--- src/rtl/spi_burst_ctrl_pkg.sv ---
// Shared state encoding and config-byte constants for the SPI burst sequencer.
package spi_pkg;

    typedef enum logic [3:0] {
        ST_IDLE      = 4'd0,
        ST_CFG       = 4'd1,
        ST_GET_TX    = 4'd2,
        ST_SEND      = 4'd3,
        ST_WAIT_ACT  = 4'd4,
        ST_WAIT_DONE = 4'd5,
        ST_PUT_RX    = 4'd6,
        ST_CLOSE     = 4'd7,
        ST_DONE      = 4'd8,
        ST_ERR       = 4'd9
    } state_e;

    localparam logic [7:0] IDLE_CFG_DEFAULT = 8'b0000_0111;

    // Config byte layout: chip selects in the low bits, clock divider above them.
    localparam int CFG_CS_LSB  = 0;
    localparam int CFG_CS_W    = 3;
    localparam int CFG_DIV_LSB = 3;
    localparam int CFG_DIV_W   = 5;

endpackage

--- src/rtl/spi_burst_ctrl_strobe_timer.sv ---
// Cycle counter that runs while a strobe or wait is in progress and flags
// when the limit is reached without an acknowledge.
module spi_strobe_timer (
    input  logic       clk,
    input  logic       reset_n,
    input  logic       run_i,
    input  logic       ack_i,
    input  logic [7:0] limit_i,
    output logic       expired_o
);

    logic [7:0] count_q;
    logic [7:0] count_d;

    // An ack restarts the count so back-to-back phases each get a full budget.
    always_comb begin
        count_d = count_q;
        if (!run_i || ack_i) begin
            count_d = '0;
        end else if (count_q != 8'hFF) begin
            count_d = count_q + 8'd1;
        end
    end

    always_ff @(posedge clk or negedge reset_n) begin
        if (!reset_n) begin
            count_q <= '0;
        end else begin
            count_q <= count_d;
        end
    end

    assign expired_o = run_i && !ack_i && (count_q == limit_i - 8'd1);

endmodule

--- src/rtl/spi_burst_ctrl.sv ---
// Burst sequencer: turns one request (config byte plus N data bytes) into
// the lds/uds register writes of the spi peripheral, streaming TX/RX bytes.
module spi_burst_ctrl
    import spi_pkg::*;
#(
    parameter logic [7:0] SPI_ADDR      = 8'h00,
    parameter logic [7:0] IDLE_CFG      = IDLE_CFG_DEFAULT,
    parameter int         ACK_TIMEOUT   = 16,
    parameter int         START_TIMEOUT = 64
) (
    input  logic        clk,
    input  logic        reset_n,
    input  logic        start,
    input  logic [7:0]  cfg,
    input  logic [7:0]  len_m1,
    input  logic        abort,
    input  logic [7:0]  tx_data,
    input  logic        tx_valid,
    output logic        tx_ready,
    output logic [7:0]  rx_data,
    output logic        rx_valid,
    input  logic        rx_ready,
    output logic        busy,
    output logic        done,
    output logic        err,
    output logic [15:0] spi_data_write,
    input  logic [15:0] spi_data_read,
    output logic [7:0]  spi_addr,
    output logic        spi_lds,
    output logic        spi_uds,
    output logic        spi_rw,
    input  logic        spi_ack,
    input  logic        spi_active
);

    localparam logic [7:0] ACK_LIMIT   = 8'(ACK_TIMEOUT);
    localparam logic [7:0] START_LIMIT = 8'(START_TIMEOUT);

    state_e      state_q;
    logic [7:0]  len_q;
    logic [7:0]  count_q;
    logic        abort_q;
    logic [15:0] wdata_q;
    logic        lds_q;
    logic        uds_q;
    logic        txReady_q;
    logic        rxValid_q;
    logic [7:0]  rxData_q;
    logic        busy_q;
    logic        done_q;
    logic        err_q;

    logic        timerRun;
    logic [7:0]  timerLimit;
    logic        timerExpired;
    logic        timeout;
    logic        abortNow;
    logic        unusedReadLow;

    assign timerRun   = state_q inside {ST_CFG, ST_SEND, ST_WAIT_ACT, ST_CLOSE};
    assign timerLimit = (state_q == ST_WAIT_ACT) ? START_LIMIT : ACK_LIMIT;
    assign timeout    = timerExpired && !((state_q == ST_WAIT_ACT) && spi_active);
    assign abortNow   = abort_q || abort;
    assign unusedReadLow = ^spi_data_read[7:0];

    spi_strobe_timer u_timer (
        .clk       (clk),
        .reset_n   (reset_n),
        .run_i     (timerRun),
        .ack_i     (spi_ack),
        .limit_i   (timerLimit),
        .expired_o (timerExpired)
    );

    // Any timeout (strobe ack or shift start) leaves through ERR, which makes
    // a single best-effort write of the idle config to release chip selects.
    always_ff @(posedge clk or negedge reset_n) begin
        if (!reset_n) begin
            state_q   <= ST_IDLE;
            len_q     <= '0;
            count_q   <= '0;
            abort_q   <= 1'b0;
            wdata_q   <= '0;
            lds_q     <= 1'b0;
            uds_q     <= 1'b0;
            txReady_q <= 1'b0;
            rxValid_q <= 1'b0;
            rxData_q  <= '0;
            busy_q    <= 1'b0;
            done_q    <= 1'b0;
            err_q     <= 1'b0;
        end else begin
            if (state_q != ST_IDLE && abort) begin
                abort_q <= 1'b1;
            end
            if (timeout) begin
                uds_q         <= 1'b0;
                lds_q         <= 1'b1;
                wdata_q[7:0]  <= IDLE_CFG;
                err_q         <= 1'b1;
                busy_q        <= 1'b0;
                state_q       <= ST_ERR;
            end else begin
                case (state_q)
                    ST_IDLE: begin
                        if (start) begin
                            len_q   <= len_m1;
                            count_q <= '0;
                            abort_q <= 1'b0;
                            busy_q  <= 1'b1;
                            wdata_q <= {8'h00, cfg};
                            lds_q   <= 1'b1;
                            state_q <= ST_CFG;
                        end
                    end
                    ST_CFG: begin
                        if (spi_ack) begin
                            lds_q     <= 1'b0;
                            txReady_q <= !abortNow;
                            state_q   <= ST_GET_TX;
                        end
                    end
                    ST_GET_TX: begin
                        if (txReady_q && tx_valid) begin
                            txReady_q     <= 1'b0;
                            wdata_q[15:8] <= tx_data;
                            uds_q         <= 1'b1;
                            state_q       <= ST_SEND;
                        end else if (abortNow) begin
                            txReady_q    <= 1'b0;
                            wdata_q[7:0] <= IDLE_CFG;
                            lds_q        <= 1'b1;
                            state_q      <= ST_CLOSE;
                        end
                    end
                    ST_SEND: begin
                        if (spi_ack) begin
                            uds_q   <= 1'b0;
                            state_q <= ST_WAIT_ACT;
                        end
                    end
                    ST_WAIT_ACT: begin
                        if (spi_active) begin
                            state_q <= ST_WAIT_DONE;
                        end
                    end
                    ST_WAIT_DONE: begin
                        if (!spi_active) begin
                            rxData_q  <= spi_data_read[15:8];
                            rxValid_q <= 1'b1;
                            state_q   <= ST_PUT_RX;
                        end
                    end
                    ST_PUT_RX: begin
                        if (rx_ready) begin
                            rxValid_q <= 1'b0;
                            if (count_q == len_q || abortNow) begin
                                wdata_q[7:0] <= IDLE_CFG;
                                lds_q        <= 1'b1;
                                state_q      <= ST_CLOSE;
                            end else begin
                                count_q   <= count_q + 8'd1;
                                txReady_q <= 1'b1;
                                state_q   <= ST_GET_TX;
                            end
                        end
                    end
                    ST_CLOSE: begin
                        if (spi_ack) begin
                            lds_q   <= 1'b0;
                            done_q  <= 1'b1;
                            busy_q  <= 1'b0;
                            state_q <= ST_DONE;
                        end
                    end
                    ST_DONE: begin
                        done_q  <= 1'b0;
                        state_q <= ST_IDLE;
                    end
                    ST_ERR: begin
                        lds_q   <= 1'b0;
                        err_q   <= 1'b0;
                        state_q <= ST_IDLE;
                    end
                    default: begin
                        state_q <= ST_IDLE;
                    end
                endcase
            end
        end
    end

    assign tx_ready       = txReady_q;
    assign rx_data        = rxData_q;
    assign rx_valid       = rxValid_q;
    assign busy           = busy_q;
    assign done           = done_q;
    assign err            = err_q;
    assign spi_data_write = wdata_q;
    assign spi_addr       = SPI_ADDR;
    assign spi_lds        = lds_q;
    assign spi_uds        = uds_q;
    assign spi_rw         = 1'b0;

endmodule

--- config.mk ---
export PLATFORM = sky130hd
export DESIGN_NAME = spi_burst_ctrl
export DESIGN_NICKNAME = d
export VERILOG_FILES = /design/src/rtl/spi_burst_ctrl_pkg.sv /design/src/rtl/spi_burst_ctrl_strobe_timer.sv /design/src/rtl/spi_burst_ctrl.sv
export SDC_FILE = /design/constraint.sdc
export NUM_CORES = 1
export LEC_CHECK = 0
export CORE_UTILIZATION = 50
export DETAILED_ROUTE_END_ITERATION = 12
export PLACE_DENSITY = 0.88
export SETUP_SLACK_MARGIN = 0.05
export SLEW_MARGIN = 20
export SYNTH_ARGS = -nofsm -noshare
export SYNTH_HDL_FRONTEND = slang
export SYNTH_HIERARCHICAL = 1
export SYNTH_SLANG_ARGS = --single-unit
--- constraint.sdc ---
create_clock -name clk -period 4.3 [get_ports clk]
set_input_delay 0.43 -clock clk [delete_from_list [all_inputs] [get_ports clk]]
set_output_delay 0.43 -clock clk [all_outputs]
set_load 0.05 [all_outputs]
layer_met2.png
Cells faint in the background.
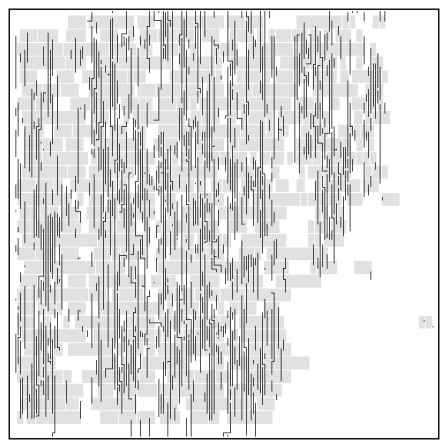
The layer holds 51% of the routed length. 439 nets have wire on it.
Final Routed Wirelength: 7920 um
via count: 2963

sizes.png
The bar under the picture is 20 um long.
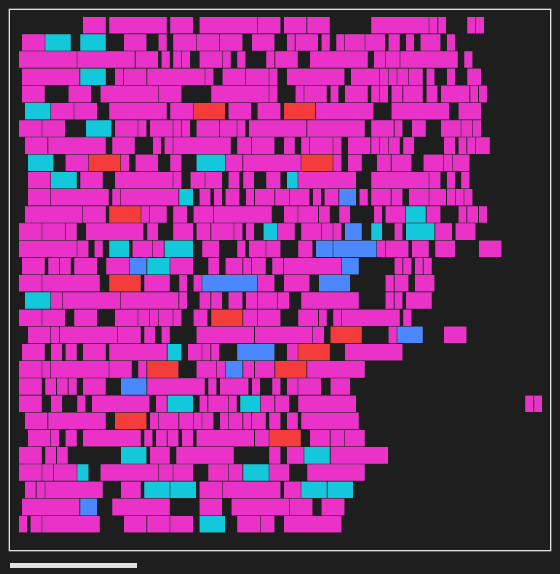
Key: cyan = _2 cells [cells 30, most used mux2_2]; red = _6 and larger [cells 13, most used clkbuf_8]; blue = _3 and _4 cells [cells 13, most used buf_4]; magenta = _0 and _1 cells [cells 405, most used clkdlybuf4s50_1]

wires.png
Two of the layers only.
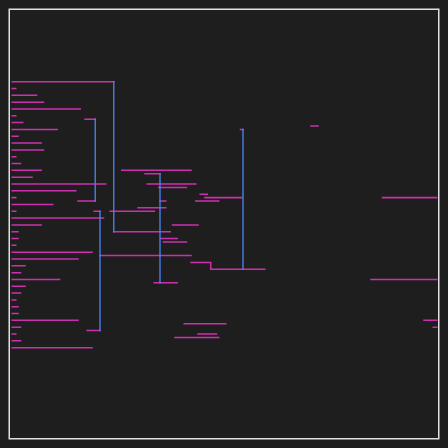
Key: blue = metal 4 [wire length 120 um]; magenta = metal 3 [wire length 415 um]

clocks.png
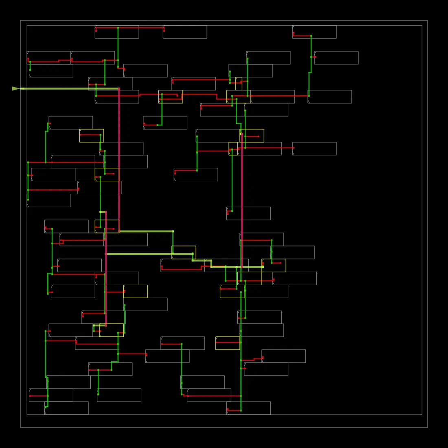
clkbuf count: 14
Clock net power: 0.000475 W

==> flow_summary_export.csv <==
group,metric,value,unit
logic_synthesis,yosys-mux-area-fraction,0.0900,
logic_synthesis,synth_cells,364,
logic_synthesis,ys.flop_type,"dfrtp_1",
floorplan,num_io_pins,88,
finish,logic_area,1870,sq um
finish,final_cell_mix,"clkdlybuf4s50_1 (69), dfrtp_1 (60), conb_1 (32)",
placement,gp_congestion,0.933,
sta,maxSlewViolCount,0,
global_route,grt_max_degree,61,
worst_setup_path,crit_slowest_cell,"dfrtp_1",
finish,nets,508,
clocking,cts_hold_buf,0,
worst_setup_path,worstPathRequired,4510,ps
pwr,swShare,0.455,
global_route,grt_pass1_wl,13600,um
placement,dp_cells,526,
finish,lay_top_count,"clkdlybuf4s50_1",
logic_synthesis,ys_sh_aoi,0.139,
logic_synthesis,ys.flops,60,
placement,port_buffers,70,
clocking,clkSinkCount,60,
pwr,powerDensity,691,nW/um^2
logic_synthesis,ys_cells,364,
global_route,grt_pass1_vias,2974,
placement,pre_cts_ws,805,ps
logic_synthesis,top_logic_kind,"simple AND/OR/NAND/NOR gates",
floorplan,core_util_floorplan,0.514,
finish,n_antenna_cell,0,
pwr,p_seq_frac,0.310,
finish,num-fill-cells,514,
sta,rsz0062_at_grt,"false",
worst_setup_path,cp_top_family,"AND-OR/OR-AND gates",
sta,max_slew.worst_pin.slew,759,ps
run_status,status,"completed",
route,vias_per_cell,5.48,
logic_synthesis,synthArstFlopShare,1.00,
worst_setup_path,reg2reg_slack,710,ps
clocking,postCtsSetupRepairBufs,0,
sta,finalSetupViolCount,0,
logic_synthesis,adder_share,0.0108,
global_route,grt_antenna_before_repair,0,
worst_setup_path,start_kind,"flop",
pwr,clkPwrFrac,0.153,
sta,hold_slack,250,ps
sta,fin_setup_tns,0,ps
pwr,p_int,0.00169,W
pwr,powerSeq,0.000961,W
## through the flow
step | power (W) | utilization
4_1_cts | 0.00310 | 0.664
3_3_place_gp | 0.00257 | 0.636
5_1_grt | 0.00328 | 0.665
2_1_floorplan | 0.00215 | -
3_5_place_dp | 0.00262 | 0.636
6_report | 0.00311 | 0.665
## layer usage
| layer | vias to the layer above | share of wire | global-route usage |
|---|---|---|---|
| met5 | - | 0 | 0 |
| met3 | 12 | 0.052 | 0.0545 |
| li1 | 1430 | - | - |
| met4 | 0 | 0.015 | 0.0818 |
| met2 | 88 | 0.51 | 0.408 |
| met1 | 1433 | 0.42 | 0.284 |
## layout make-up
type                       count  area share
clock buffer                  14      0.0407
clock inverter                 1     0.00111
inverter                      21      0.0178
multi-input combinational    288       0.417
sequential                    60       0.334
tap                           80      0.0223
timing repair buffer          77       0.167
## path summary, 6_finish.rpt
kind	to	cells after the start
min reg2reg	rx_data[0]$_DFFE_PN0P_	1
max	tx_ready$_DFFE_PN0P_	12
max in group asynchronous	u_timer/count_q[7]$_DFFE_PN0P_	2
min in group clk	rx_data[0]$_DFFE_PN0P_	1
max reg2reg	tx_ready$_DFFE_PN0P_	12
min	spi_data_write[12]$_DFFE_PN0P_	2
## sequential cells by signal, indices dropped and copies added, names as in the netlist, 4 cells and up
| signal | flops |
|---|---|
| state_q | 4 |
| len_q | 8 |
| spi_data_write | 16 |
| rx_data | 8 |
| count_q | 8 |
| u_timer/count_q | 8 |
## worst reg2reg max path, stage by stage, from the launching register on
cell and delay, ps:
dfrtp_1 710, or4b_4 610, clkinv_2 120, xor2_1 180, and3_1 170, o211ai_1 90, a211oi_1 280, buf_4 190
a21boi_4 420, buf_4 250, nor4_2 50, o21ai_1 90, mux2_1 330
Power figures rest on the tool's default switching activity, not on a simulated workload.
